run_1/met1.png
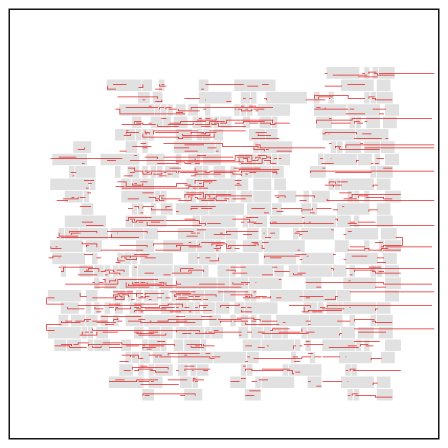
run_1/met2.png
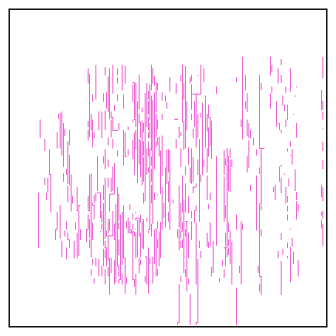
run_1/met3.png
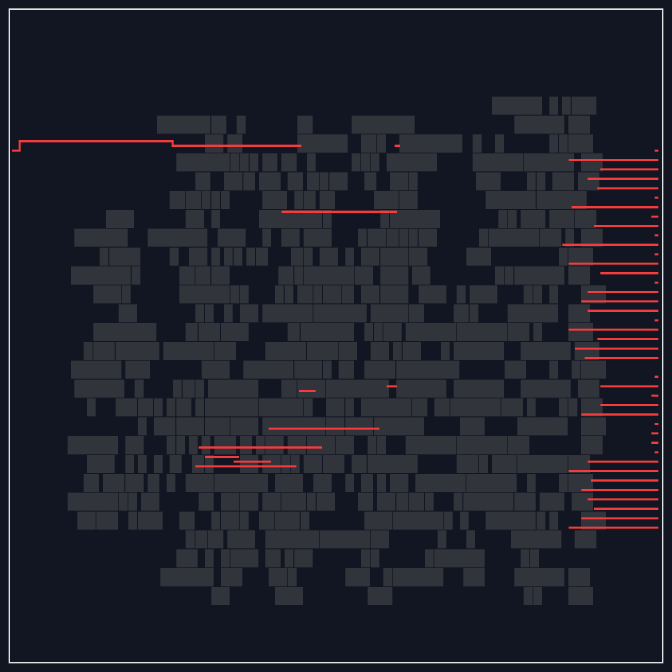
run_1/registers.png
Bar = 20 µm. Other sequential cells in the stronger grey, the rest of the logic in the fainter grey.
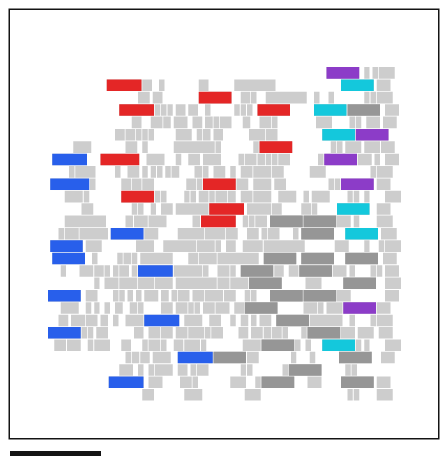
--- src/rtl/video_timing_out.sv ---
// video_timing_out: programmable H/V raster generator that pulls pixels from the
// VDMA read port (sfetch -> sdata/svalid FETCH_LAT clocks later) and drives split
// RGB, syncs, blanks and active_video, with a sticky underflow flag.
// Build option: define VIDEO_TIMING_OUT_TESTPAT_EN to add the 'testpat' input,
// which replaces fetched pixels by eight vertical colour bars for a whole frame.
module video_timing_out #(
  parameter int R_W       = 5,
  parameter int G_W       = 6,
  parameter int B_W       = 5,
  parameter int H_ACTIVE  = 800,
  parameter int H_FP      = 40,
  parameter int H_SYNC    = 128,
  parameter int H_BP      = 88,
  parameter int V_ACTIVE  = 480,
  parameter int V_FP      = 13,
  parameter int V_SYNC    = 3,
  parameter int V_BP      = 29,
  parameter int HS_POL    = 0,
  parameter int VS_POL    = 0,
  parameter int FETCH_LAT = 2
) (
  input  logic                     hclk,
  input  logic                     hresetn,
  input  logic                     en,
  input  logic [R_W+G_W+B_W-1:0]   sdata,
  input  logic                     svalid,
`ifdef VIDEO_TIMING_OUT_TESTPAT_EN
  input  logic                     testpat,
`endif
  output logic                     sfetch,
  output logic                     snextframe,
  output logic [R_W-1:0]           video_r,
  output logic [G_W-1:0]           video_g,
  output logic [B_W-1:0]           video_b,
  output logic                     hsync,
  output logic                     vsync,
  output logic                     hblank,
  output logic                     vblank,
  output logic                     active_video,
  output logic                     underflow,
  input  logic                     underflow_clr
);

  localparam int   PIXEL_W      = R_W + G_W + B_W;
  localparam int   H_TOTAL      = H_ACTIVE + H_FP + H_SYNC + H_BP;
  localparam int   V_TOTAL      = V_ACTIVE + V_FP + V_SYNC + V_BP;
  localparam int   HC_W         = (H_TOTAL > 1) ? $clog2(H_TOTAL) : 1;
  localparam int   VC_W         = (V_TOTAL > 1) ? $clog2(V_TOTAL) : 1;
  localparam int   H_SYNC_START = H_ACTIVE + H_FP;
  localparam int   V_SYNC_START = V_ACTIVE + V_FP;
  localparam logic HS_ON        = (HS_POL != 0);
  localparam logic VS_ON        = (VS_POL != 0);

  typedef enum logic {IDLE, RUN} state_t;

  // Timing attributes of one raster position, carried alongside the fetch latency.
  typedef struct packed {
    logic       act;
    logic       hs;
    logic       vs;
    logic       hb;
    logic       vb;
`ifdef VIDEO_TIMING_OUT_TESTPAT_EN
    logic       tp;
    logic [2:0] bar;
`endif
  } tim_t;

  state_t            state_q, state_d;
  logic [HC_W-1:0]   hcnt_q, hcnt_d;
  logic [VC_W-1:0]   vcnt_q, vcnt_d;
  logic              run, line_end, frame_end;
  tim_t              tim_p0, tim_idle, tap;
  tim_t              dly_q [FETCH_LAT];
  tim_t              dly_d [FETCH_LAT];
  logic [R_W-1:0]    video_r_q, video_r_d;
  logic [G_W-1:0]    video_g_q, video_g_d;
  logic [B_W-1:0]    video_b_q, video_b_d;
  logic              hsync_q, hsync_d, vsync_q, vsync_d;
  logic              hblank_q, hblank_d, vblank_q, vblank_d;
  logic              active_video_q, active_video_d;
  logic              underflow_q, underflow_d, miss;
`ifdef VIDEO_TIMING_OUT_TESTPAT_EN
  logic              frame_start, testpat_q, testpat_d;
  logic [2:0]        bar_rgb;
`endif

  assign line_end  = (hcnt_q == HC_W'(H_TOTAL - 1));
  assign frame_end = line_end && (vcnt_q == VC_W'(V_TOTAL - 1));

  // FSM state register
  always_ff @(posedge hclk) begin
    if (!hresetn) state_q <= IDLE;
    else          state_q <= state_d;
  end

  // FSM next state: start on en, stop only after the last clock of a frame
  always_comb begin
    state_d = state_q;
    case (state_q)
      IDLE:    if (en) state_d = RUN;
      RUN:     if (frame_end && !en) state_d = IDLE;
      default: state_d = IDLE;
    endcase
  end

  // FSM outputs
  always_comb begin
    run = (state_q == RUN);
`ifdef VIDEO_TIMING_OUT_TESTPAT_EN
    frame_start = en && (!run || frame_end);
`endif
  end

  // Raster counters and the undelayed (stage 0) timing attributes
  always_comb begin
    hcnt_d = hcnt_q + 1'b1;
    vcnt_d = vcnt_q;
    if (!run) begin
      hcnt_d = '0;
      vcnt_d = '0;
    end else if (line_end) begin
      hcnt_d = '0;
      vcnt_d = frame_end ? '0 : vcnt_q + 1'b1;
    end
    tim_idle    = '0;
    tim_idle.hb = 1'b1;
    tim_idle.vb = 1'b1;
    tim_p0      = tim_idle;
    tim_p0.act  = run && (int'(hcnt_q) < H_ACTIVE) && (int'(vcnt_q) < V_ACTIVE);
    tim_p0.hs   = run && (int'(hcnt_q) >= H_SYNC_START) && (int'(hcnt_q) < H_SYNC_START + H_SYNC);
    tim_p0.vs   = run && (int'(vcnt_q) >= V_SYNC_START) && (int'(vcnt_q) < V_SYNC_START + V_SYNC);
    tim_p0.hb   = !run || (int'(hcnt_q) >= H_ACTIVE);
    tim_p0.vb   = !run || (int'(vcnt_q) >= V_ACTIVE);
`ifdef VIDEO_TIMING_OUT_TESTPAT_EN
    tim_p0.tp   = testpat_q;
    tim_p0.bar  = 3'((int'(hcnt_q) * 8) / H_ACTIVE);
    testpat_d   = frame_start ? testpat : testpat_q;
    sfetch      = tim_p0.act && !testpat_q;
`else
    sfetch      = tim_p0.act;
`endif
    snextframe  = !tim_p0.vs;
  end

  // Delay line matching the VDMA fetch latency
  always_comb begin
    dly_d[0] = tim_p0;
    for (int i = 1; i < FETCH_LAT; i++) dly_d[i] = dly_q[i-1];
    tap = dly_q[FETCH_LAT-1];
  end

  // Sample stage: pixel capture, output polarity and underflow (set beats clear)
  always_comb begin
    video_r_d = '0;
    video_g_d = '0;
    video_b_d = '0;
    miss      = tap.act && !svalid;
    if (tap.act && svalid) begin
      video_r_d = sdata[PIXEL_W-1 -: R_W];
      video_g_d = sdata[G_W+B_W-1 -: G_W];
      video_b_d = sdata[B_W-1:0];
    end
`ifdef VIDEO_TIMING_OUT_TESTPAT_EN
    case (tap.bar)
      3'd0:    bar_rgb = 3'b111;
      3'd1:    bar_rgb = 3'b110;
      3'd2:    bar_rgb = 3'b011;
      3'd3:    bar_rgb = 3'b010;
      3'd4:    bar_rgb = 3'b101;
      3'd5:    bar_rgb = 3'b100;
      3'd6:    bar_rgb = 3'b001;
      default: bar_rgb = 3'b000;
    endcase
    if (tap.tp) miss = 1'b0;
    if (tap.act && tap.tp) begin
      video_r_d = {R_W{bar_rgb[2]}};
      video_g_d = {G_W{bar_rgb[1]}};
      video_b_d = {B_W{bar_rgb[0]}};
    end
`endif
    hsync_d        = tap.hs ? HS_ON : ~HS_ON;
    vsync_d        = tap.vs ? VS_ON : ~VS_ON;
    hblank_d       = tap.hb;
    vblank_d       = tap.vb;
    active_video_d = tap.act;
    underflow_d    = miss ? 1'b1 : (underflow_clr ? 1'b0 : underflow_q);
  end

  // Counters, delay line and output register; reset aborts any frame in flight
  always_ff @(posedge hclk) begin
    if (!hresetn) begin
      hcnt_q         <= '0;
      vcnt_q         <= '0;
      for (int i = 0; i < FETCH_LAT; i++) dly_q[i] <= tim_idle;
      video_r_q      <= '0;
      video_g_q      <= '0;
      video_b_q      <= '0;
      hsync_q        <= ~HS_ON;
      vsync_q        <= ~VS_ON;
      hblank_q       <= 1'b1;
      vblank_q       <= 1'b1;
      active_video_q <= 1'b0;
      underflow_q    <= 1'b0;
`ifdef VIDEO_TIMING_OUT_TESTPAT_EN
      testpat_q      <= 1'b0;
`endif
    end else begin
      hcnt_q         <= hcnt_d;
      vcnt_q         <= vcnt_d;
      for (int i = 0; i < FETCH_LAT; i++) dly_q[i] <= dly_d[i];
      video_r_q      <= video_r_d;
      video_g_q      <= video_g_d;
      video_b_q      <= video_b_d;
      hsync_q        <= hsync_d;
      vsync_q        <= vsync_d;
      hblank_q       <= hblank_d;
      vblank_q       <= vblank_d;
      active_video_q <= active_video_d;
      underflow_q    <= underflow_d;
`ifdef VIDEO_TIMING_OUT_TESTPAT_EN
      testpat_q      <= testpat_d;
`endif
    end
  end

  assign video_r      = video_r_q;
  assign video_g      = video_g_q;
  assign video_b      = video_b_q;
  assign hsync        = hsync_q;
  assign vsync        = vsync_q;
  assign hblank       = hblank_q;
  assign vblank       = vblank_q;
  assign active_video = active_video_q;
  assign underflow    = underflow_q;

endmodule
--- config.mk ---
export PLATFORM = sky130hd
export DESIGN_NAME = video_timing_out
export DESIGN_NICKNAME = d
export VERILOG_FILES = /design/src/rtl/video_timing_out.sv
export SDC_FILE = /design/constraint.sdc
export NUM_CORES = 1
export LEC_CHECK = 0
export ABC_AREA = 1
export CAP_MARGIN = 20
export CELL_PAD_IN_SITES_DETAIL_PLACEMENT = 0
export CELL_PAD_IN_SITES_GLOBAL_PLACEMENT = 1
export CORE_MARGIN = 8
export CORE_UTILIZATION = 37
export CTS_BUF_LIST = sky130_fd_sc_hd__clkbuf_16
export DETAILED_ROUTE_END_ITERATION = 12
export HOLD_SLACK_MARGIN = 0.02
export PLACE_DENSITY = 0.8
export SETUP_SLACK_MARGIN = 0.2
export SYNTH_ARGS = -nofsm -noshare
export SYNTH_HDL_FRONTEND = slang
export SYNTH_SLANG_ARGS = --single-unit
--- constraint.sdc ---
create_clock -name hclk -period 1.6 [get_ports hclk]
set_input_delay 0.32 -clock hclk [delete_from_list [all_inputs] [get_ports hclk]]
set_output_delay 0.32 -clock hclk [all_outputs]
set_load 0.02 [all_outputs]
==> design notes, run 1 <==
The flow ran to the end, but the final reports show violations. The checks that failed: setup timing. Setup repair after global routing could not meet its margin everywhere. The tools report the placement row count as 28.

The hold path startpoint is dly_q[0][8]. Per the log, the first TritonRoute iteration ended with a DRC count of 34. Cts-stage hold buffer count: 0. The initial antenna violation count is 0, and the detailed-placement wirelength estimate is 3.94 mm.

The most frequent logic cell in the layout was sky130_fd_sc_hd__nand2_1. The final timing report lists a max-slew violation count of 0. The power density relative to cell area was 748 nW/µm²; the number of flip-flops in the largest register was 11. The logs give 0 for the number of violations of the max-capacitance limit and 446 for the number of cells after detailed placement. Adding up every negative setup slack in the final design gives -0.172 ns.

STA classifies the critical path endpoint as a primary output. The number of gates resized after CTS was 58. The run gives 23.3% for the fraction of area in non-clock buffers. Number of setup violations in the final report: 1. The worst setup path is launched from a register. The number of instances on the worst hold path was 1; the flop count was 54. In the finished design, the share of the clock period the worst path needs comes to 111%. The cell sequence reported for the critical path is buf_4 -> ha_1 -> o211ai_1 -> or3_4 -> buf_6. The logs give 182 for the number of logic gates and 0.853 for the global placement routability congestion. The worst hold slack across all endpoints was 0.372 ns. The leading cell type by number of instances after synthesis was sky130_fd_sc_hd__nand2_1. By area, the combinational part of the netlist is dominated by simple AND/OR/NAND/NOR gates. The clock H-tree reported by CTS has 2 levels. The critical path arrival was 1.45 ns. The synthesized netlist devotes 5.44% of its cell area to compound gates. With the chip area line of the yosys report at 2250 µm², the worst ir drop on vdd is 0.000460 V.

In the hold report, the worst path ends at hsync. On the reported timing paths, the clock transition at the registers reads 0.07 ns. Looking at the critical path, the highest net fanout was 3. In this run, the synthesized area fraction spent on and/or/nand/nor cells is recorded as 32.0%. In this run the critical register-to-register path is launched from hcnt_q[8]. Per the detail_route report, vias per standard cell equal 4.40.

Sorting the synthesized cells by how often they occur yields sky130_fd_sc_hd__nand2_1 (60), sky130_fd_sc_hd__dfxtp_1 (54), sky130_fd_sc_hd__nor2_1 (49). The run gives 2 as the maximum number of buffers from clock root to sink. Per the OpenROAD floorplan log, the height of the die is 94.1 µm.

The pin closest to its max-slew limit shows a slew of 0.237 ns. Before antenna repair, the detailed router went through 4 iterations. The total core area is 5920 µm², and the remaining antenna violation count after routing is 0.

The top cell types in the final layout, fill and taps aside, are sky130_fd_sc_hd__nand2_1 (45), sky130_fd_sc_hd__dfxtp_1 (43), sky130_fd_sc_hd__inv_1 (41), sky130_fd_sc_hd__nor2_1 (37), sky130_fd_sc_hd__buf_4 (37). Of the synthesized area, sequential elements account for 47.9%. Counting flops per register, the top entry is hcnt_q. The delay of the slowest cell on the worst path works out to 0.34 ns. The final layout contains 412 nets.

In the final report, the number of hold violations comes to 0. The non-clock inverter total of the final layout was 51; the number of buffers inserted during clock tree synthesis was 5. Per the synthesis report, the number of distinct cell types is 35.

The final critical path time including I/O delays and setup came out at 1.77 ns. TritonCTS built the clock tree. The multiplexer fraction of the synthesized cell area was 0%. The final critical-path setup slack was -0.172 ns; the total of flip-flops plus latches after synthesis was 54. The tools report the total cells reported by yosys after synthesis as 290. Of the post-synthesis cell area, the dominant cell type holds 47.9%. The flow measured a signed area growth from synthesis to layout of 56.9%. The largest cell class by area was logic gates. The fraction of registers with async set/reset was 0%.

The count of fill cells added during filler insertion is 526, and the total placed instance area is 3100 µm². The worst-case headroom to the max-slew limit is 84.1%. The worst register-to-register path ends at vcnt_q[9]. After detailed routing, the number of remaining DRC violations is 0. Entering global routing, the biggest net connects 19 pins. The run gives 45 for the boundary pin count. Measured in cells, the most critical reg-to-reg path has a length of 10.

For this run, the script counts the antenna cells in the layout as 0. The run gives 0.16 ns for the worst reg-to-reg setup slack. The multi-input combinational cells in the finished layout cover a total of 1170 µm².
Notes on met1.png above:
longest straight run: 27.1 µm
nets with wire on the layer: 373
wire length on this layer: 2310 µm
met1 routing resource usage after global routing: 13.6%
total wire length after detailed routing: 5.35 mm
via count of the routed design: 2027

Notes on met2.png above:
main direction: vertical
longest straight run: 36.7 µm
share of all routed wire: 48%
wire length on this layer: 2570 µm
nets with wire on the layer: 324
met2 usage: 19.8%

Notes on met3.png above:
wire length on this layer: 406 µm
nets with wire on the layer: 46
routing usage on met3: 3.84%

Notes on registers.png above:
| colour | name in the netlist | flops |
|---|---|---|
| cyan | video_g | 6 |
| blue | hcnt_q | 11 |
| purple | video_r | 5 |
| red | vcnt_q | 10 |
Register Area: 1100 µm²
utilization of the core after routing: 59.8%
Seq/total area: 31.1%
power drawn by the sequential cells: 1.37 mW

run 1: layer usage:
layer	global-route usage [%]	share of wire, %	up-vias
li1	-	-	1072
met1	13.6	43	896
met2	19.8	48	54
met3	3.84	7.6	5
met4	4.36	1.3	0
met5	0	0	-
run 1: power breakdown:
part | internal (mW) | leakage (nW) | switching [mW] | total (mW)
sequential | 1.36 | 0.443 | 0.00789 | 1.37
clock | 0.586 | 0.0664 | 0.502 | 1.09
combinational | 0.102 | 0.998 | 0.0890 | 0.191
run 1: worst max-delay path, delay by kind of cell, from the launching register on:
family	cells	cell delay, ns
AOI/OAI and AO/OA	1	0.11
adders and majority gates	1	0.13
buffers and inverters	2	0.24
DFF	1	0.34
and+or+nand+nor	1	0.34
--- run 2 (diff from run 1) ---
Settings changed: GPL_TIMING_DRIVEN from default to 1, PLACE_DENSITY 0.8 to 0.87.
==> design notes, run 2 <==
The share of the synthesized area in the top cell type was 47.9% (unchanged); the area added between synthesis and finish was 56.1%. The die height was 94.1 µm (unchanged). The total cells reported by yosys after synthesis was 290 (unchanged).

With the number of setup violations in the final report at 1 (unchanged), the power density relative to cell area is 780 nW/µm² (+4.3%). The run finished, with violations left. With the cts-stage hold buffer count at 0 (unchanged), the share of the clock period used by the worst path after layout is 110% (-0.36 points). The number of instances on the worst hold path works out to 1 (unchanged). The switching share of power works out to 20.1% (-2.5 points). The detailed-placement wirelength estimate was 3.98 mm (+1.0%). The leading cell type by number of instances after synthesis was sky130_fd_sc_hd__nand2_1. The worst reg-to-reg path cell count was 9 (-1); the part of the total power dissipated in sequential elements was 50.0% (-1.7 points). Total placed instance area: 3060 µm² (-1.1%). The tools report the distinct cell type count after synthesis as 35 (unchanged). For the wire length on met1, the log shows 2.45 mm (+6.5%). After synthesis, the most frequently instantiated cells are sky130_fd_sc_hd__nand2_1 (60), sky130_fd_sc_hd__dfxtp_1 (54), sky130_fd_sc_hd__nor2_1 (49). The count of final max-slew check failures was 0 (unchanged); the multiplexer fraction of the synthesized cell area was 0% (unchanged). Among logic cells in the layout, the one with the most instances is sky130_fd_sc_hd__nand2_1.

Per STA, the worst path is made up of buf_4 -> ha_1 -> o211ai_1 -> or3_4 -> buf_6. The tools report the CTS H-tree depth as 2 (unchanged). Leaving out fill and tap cells, the most frequent cells in the layout are sky130_fd_sc_hd__nand2_1 (46), sky130_fd_sc_hd__inv_1 (43), sky130_fd_sc_hd__buf_4 (43), sky130_fd_sc_hd__dfxtp_1 (42), sky130_fd_sc_hd__nor2_1 (40).

The run gives 0 (unchanged) as the initial antenna violation count. The register with the most flip-flops was hcnt_q. The run gives 0.34 ns (about the same) for the delay of the slowest cell on the worst path. The most used flip-flop cell after synthesis is sky130_fd_sc_hd__dfxtp_1.

With the worst reg-to-reg setup slack at 0.19 ns (+0.03 ns), the final count of hold timing violations is 0 (unchanged). The largest fanout on the critical path was 2 (-1). The checks that failed: setup timing. The total core area was 5920 µm² (unchanged); the wire length reported by the detailed router was 5.52 mm (+3.1%). The clock network power was 1.19 mW (+9%). In the power breakdown, the biggest contributor is sequential cells.

The run gives 54 (unchanged) for the total of flip-flops plus latches after synthesis. With the share of synthesized cell area in and, or, nand and nor gates at 32.0% (unchanged), the number of antenna cells inserted is 0 (unchanged). Placement row count: 28 (unchanged).

The final critical path time including I/O delays and setup works out to 1.77 ns (-0.00577 ns). Startpoint of the worst register-to-register path: hcnt_q[7]. The startpoint identified for the worst hold timing path is dly_q[0][7]. Sequential power: 1.37 mW (about the same). The run gives 0 (unchanged) as the count of unresolved DRC violations after routing.

The run gives 2066 (+1.9%) for the vias after detailed routing. The share of total power in the clock network is 43.2% (+2.1 points). The combinational family with the most area after synthesis is simple AND/OR/NAND/NOR gates.

The tools report the critical path arrival as 1.45 ns (about the same). For the sum of met2 wire segment lengths after detailed routing, the log shows 2.71 mm (+5.3%). The endpoint type of the worst setup path was a primary output. With the final critical-path setup slack at -0.166 ns (+0.00577 ns), the design internal power is 2.19 mW (+7.1%). The worst ir drop on vdd is 0.000590 V (+28%), and the global placement routability congestion is 0.874 (+2.4%). The run gives 187 µW (-2%) for the power attributed to combinational cells.

Looking at the reg2reg group, the worst path ends at hcnt_q[0]. The aoi/oai-family share of the synthesized area came out at 5.44% (unchanged). The worst hold slack across all endpoints was 0.364 ns (-0.00801 ns); the share of power burned in combinational logic was 6.8% (-0.4 points). The run gives 45 (unchanged) for the boundary pin count. The logs give 2 (unchanged) for the maximum number of buffers from clock root to sink and 290 for the number of instances in the synthesized netlist. TritonCTS built the clock tree. The worst setup path is launched from a register.

The chip area line of the yosys report is 2250 µm² (unchanged). The final total negative setup slack is -0.166 ns (+0.00577 ns), and the initial DRC count is 72 (+110%). The tools report the sequential element share of the synthesized area as 47.9% (unchanged).

The worst hold path terminates at vsync. The tools report the count of fill cells added during filler insertion as 519 (-1.3%). The number of buffers inserted during clock tree synthesis is 5 (unchanged), and the count of nets after finishing is 414 (+0.49%). Signal routing reaches up to met4. Leaving out filler cells and counting taps, the final layout contains 463. The run gives 0 (unchanged) as the number of violations of the max-capacitance limit. The run gives 290 µm (-28%) for the length of routed met3 wiring. The clock transition at the registers of the reported paths was 0.07 ns (about the same); the slew at the pin with the worst max-slew slack was 0.269 ns (+0.0323 ns).

The run gives 4 (unchanged) for the detailed-routing iteration count for the pre-antenna-repair pass. The number of cells after detailed placement was 445 (-0.22%). Fraction of registers with async set/reset: 0% (unchanged). Setup repair after global routing could not meet its margin everywhere.
## run 2: layout make-up
class	count	area share, %
Inverter	51	5.65
Clock inverter	3	1.17
Timing Repair Buffer	93	23.0
Multi-Input combinational cell	182	32.7
Sequential cell	54	31.2
Tap cell	75	2.67
Clock buffer	5	3.55
## run 2: critical path: cells and delay by family, from the launching register on
family | cells | cell delay, ns
AOI/OAI and AO/OA | 1 | 0.11
adders and majority gates | 1 | 0.13
buffers and inverters | 2 | 0.25
DFF | 1 | 0.34
and+or+nand+nor | 1 | 0.34
## run 2: per-layer routing
layer	vias up	track usage (%)
met2	43	22.0
li1	1069	-
met1	948	14.7
met4	0	4.36
met3	6	2.32
met5	-	0
## run 2: timing repair
action / CTS / global route
resized: 76 / 31
pin swaps: 14 / 13
setup buffers: 6 / 4
endpoints found under the setup margin: 40 / 24
run_2/registers.png
Bar = 20 µm. Other sequential cells in the stronger grey, the rest of the logic in the fainter grey.
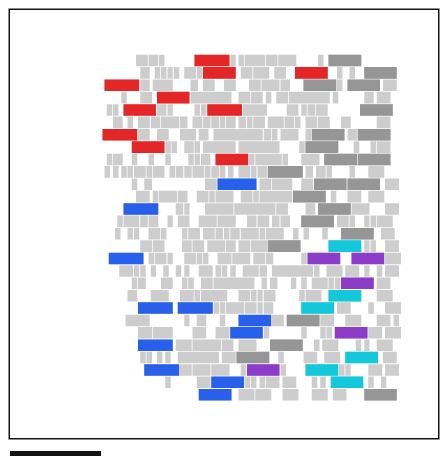
| colour | name in the netlist | flops |
|---|---|---|
| blue | hcnt_q | 11 |
| red | vcnt_q | 10 |
| purple | video_r | 5 |
| cyan | video_g | 6 |
not coloured: 22
Register Area: 1100 µm²
utilization of the core after routing: 59.4%
Seq/total area: 31.2%

--- run 3 (diff from run 2) ---
Settings changed: MAX_ROUTING_LAYER from default to met4.
run_3/met1.png
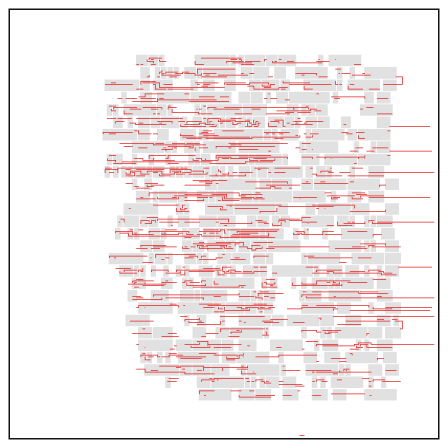
wire length on this layer: 2450 µm
share of all routed wire: 44%
met1 routing resource usage after global routing: 14.7%
total wire length after detailed routing: 5.51 mm
via count of the routed design: 2066

==> design notes, run 3 <==
Uppermost metal layer occupied by signal nets: met4. Startpoint of the worst register-to-register path: hcnt_q[7]. The critical path arrival is 1.45 ns (about the same), and the final critical path time including I/O delays and setup is 1.77 ns (+0.000135 ns).

More flip-flops sit in one register than any other, and that register is hcnt_q. The buffer-and-inverter tally for the worst setup path was 2 (unchanged); the detailed-routing iteration count for the pre-antenna-repair pass was 4 (unchanged). The logs give 6.8% (about the same) for the share of power burned in combinational logic and 2.19 mW (about the same) for the design internal power. Sequential element share of the synthesized area: 47.9% (unchanged). TritonCTS built the clock tree.

The switching share of power was 20.1% (-0.030 points); the count of final max-slew check failures was 0 (unchanged). The met3 track utilization from global routing was 2.32% (unchanged). The power density relative to cell area is 780 nW/µm² (about the same). The most frequently used library cell after synthesis is sky130_fd_sc_hd__nand2_1. The distinct cell type count after synthesis came out at 35 (unchanged). The run gives 1.37 mW (about the same) as the sequential power. The number of antenna cells inserted is 0 (unchanged).

The boundary pin count is 45 (unchanged), and the share of total power in the clock network is 43.2% (about the same). The placement row count is 28 (unchanged). The logs give 2 (unchanged) for the maximum number of buffers from clock root to sink and 1 (unchanged) for the number of setup violations in the final report. The final reports fail on setup timing. The worst hold path terminates at vsync. The count of unresolved DRC violations after routing came out at 0 (unchanged). The run gives 5 (unchanged) for the critical path depth in cells. The run gives 2250 µm² (unchanged) as the chip area line of the yosys report. By instance count after routing, the leading logic cell type is sky130_fd_sc_hd__nand2_1. The final count of hold timing violations was 0 (unchanged).

The count of fill cells added during filler insertion is 519 (unchanged). Worst reg-to-reg setup slack: 0.19 ns (about the same). The flow ran to the end, but the final reports show violations.

The run gives 0.364 ns (+0.0000160 ns) as the worst hold slack across all endpoints. The number of gates resized after cts came out at 76 (unchanged). Total area of sequential cells: 1100 µm² (unchanged). The initial antenna violation count is 0 (unchanged). Sorting the synthesized cells by how often they occur yields sky130_fd_sc_hd__nand2_1 (60), sky130_fd_sc_hd__dfxtp_1 (54), sky130_fd_sc_hd__nor2_1 (49).

The run gives 0.34 ns (about the same) for the delay of the slowest cell on the worst path. The run gives 1.19 mW (about the same) for the clock network power. The clock transition at the registers of the reported paths was 0.07 ns (about the same). The run gives 290 (unchanged) as the total cells reported by yosys after synthesis. The wire length on met1 came out at 2.45 mm (-0.20%).

The run gives 3.98 mm (unchanged) as the detailed-placement wirelength estimate. The dominant register cell was sky130_fd_sc_hd__dfxtp_1. Sum of met2 wire segment lengths after detailed routing: 2.71 mm (unchanged). STA classifies the critical path startpoint as a register. The post-layout instance count excluding filler cells was 463 (unchanged). The CTS H-tree depth is 2 (unchanged). The run gives 187 µW (about the same) as the power attributed to combinational cells. For the part of the total power dissipated in sequential elements, the log shows 50.0% (about the same). The total core area is 5920 µm² (unchanged), and the utilization after layout is 59.4% (unchanged). The largest delay contributor family on the critical path is flip-flops.

The run gives 5 (unchanged) for the number of buffers inserted during clock tree synthesis. The slew at the pin with the worst max-slew slack works out to 0.262 ns (-0.00796 ns). Per the hold report, the tightest min-delay path originates at dly_q[0][7]. Per the cell usage report, the commonest logic cells after layout are sky130_fd_sc_hd__nand2_1 (46), sky130_fd_sc_hd__inv_1 (43), sky130_fd_sc_hd__buf_4 (43), sky130_fd_sc_hd__dfxtp_1 (42), sky130_fd_sc_hd__nor2_1 (40).

With the total placed instance area at 3060 µm² (unchanged), the final critical-path setup slack is -0.166 ns (-0.000135 ns). The reg-to-reg critical path endpoint was hcnt_q[0]. The layer flagged by global routing as most heavily used is met2.

The run gives 414 (unchanged) as the count of nets after finishing. For the global placement routability congestion, the log shows 0.888 (+1.6%). With the share of the synthesized area in the top cell type at 47.9% (unchanged), the buffers inserted during post-CTS setup optimization is 6 (unchanged). For the routing usage on met2, the log shows 22.0% (unchanged). Worst reg-to-reg path cell count: 9 (unchanged). For the length of routed met3 wiring, the log shows 291 µm (+0.34%). The tools report the number of violations of the max-capacitance limit as 0 (unchanged). With the worst ir drop on vdd at 0.000590 V (about the same), the number of instances on the worst hold path is 1 (unchanged).

The fraction of registers with async set/reset is 0% (unchanged). The run gives 69 (-4.2%) for the initial DRC count. Ranked by power, first place goes to sequential cells. The largest fanout on the critical path was 2 (unchanged). The run gives -0.166 ns (-0.000135 ns) for the final total negative setup slack. The share of the clock period used by the worst path after layout is 110% (about the same).
## run 3: cell counts in the layout (fill, tap and decap cells not counted)
No cell type changed its count.
## run 3: kinds of logic (layout without fill, tap and decap cells)
kind of cell    Yosys count  count (layout)  synth area share [%]
simple gates            154             154                  32.0
compound gates           18              18                  5.44
buf+inv                  54             152                  9.77
fa+ha+maj                 6               6                  3.33
flops                    54              54                  47.9
xor+xnor                  4               4                  1.55
## run 3: area by class of cell
class                   instances  share of cell area, %
well taps                      75                   2.67
inverters                      51                   5.65
flip-flops and latches         54                   31.2
repair buffers                 93                   23.0
clock inverters                 3                   1.17
multi-input cells             182                   32.7
clock buffers                   5                   3.55
Power is estimated from default activity; no workload was simulated.
